Design lsm_sequencer, sky130hd; sources not shown.
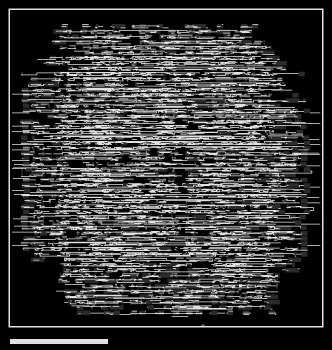
**Above:** M1 wires.
The bar under the picture is 50 um long.
longest straight run	56.1 um
wire length on this layer	17,200 um
via count: 10.17k
Final Routed Wirelength: 39.14 mm
met1 demand-to-capacity share in global routing: 0.4111

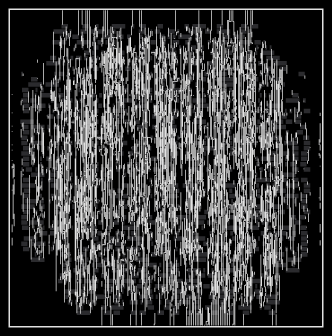
**Above:** signal wires on met2.
share of all routed wire	44%
main direction	vertical
longest straight run	78.9 um
nets with wire on the layer	1,245
met2 global-route usage: 0.4642

==> Flow_metrics.wiki <==
== Flow metrics ==
{| class="wikitable"
! Metric !! Value
|-
| Logic gate share of total power || 0.675
|-
| Number of instances in the placed design || about 1.6k
|-
| Most numerous cell on the critical path || sky130_fd_sc_hd__fa_1
|-
| Clock latency on the worst-skew pair || approximately 0.36 ns
|-
| Sequential cells || 90
|-
| Post-synthesis sequential area ratio || 0.2107
|-
| Pin count of the biggest net entering global routing || 18
|-
| Critical-path cell list || clkdlybuf4s50_1 > inv_1 > fa_1 > fa_1 > fa_1 > fa_1 > inv_1 > ha_1 > inv_1 > fa_1 > xor2_1 > inv_1 > ha_1 > and2b_1 > o211a_1 > clkbuf_1 > nor3_1 > nand4_1 > o311ai_0 > o21ai_0 > a311oi_1
|-
| Length of routed met3 wiring || between 3 and 4 mm
|-
| Seq area share || 0.1715
|-
| Status || complete, no violations
|-
| Sequential standard cell area || around 1800 um2
|-
| Maximum buffer depth of the clock tree || 2
|-
| Hold Worst Slack || approximately 0.36 ns
|-
| Worst R2R Path Depth || 10
|-
| Die Span Y || 162 um
|-
| Clock sinks || around 90
|-
| Slack of the critical path || roughly 0.28 ns
|-
| Post-Route Setup TNS || 0 ns
|-
| Switching power total || 1.460 mW
|-
| Post-synthesis mux area share || 0.02882
|-
| Most crowded layer after global routing || met2
|-
| Vias per inst || 6.199
|-
| Util after Layout || 0.4697
|-
| CP max stage delay || 0.91 ns
|-
| Number of antenna violations at the first check in global routing || 1
|-
| # clk buffers || 9
|}
Power is estimated from default activity; no workload was simulated.
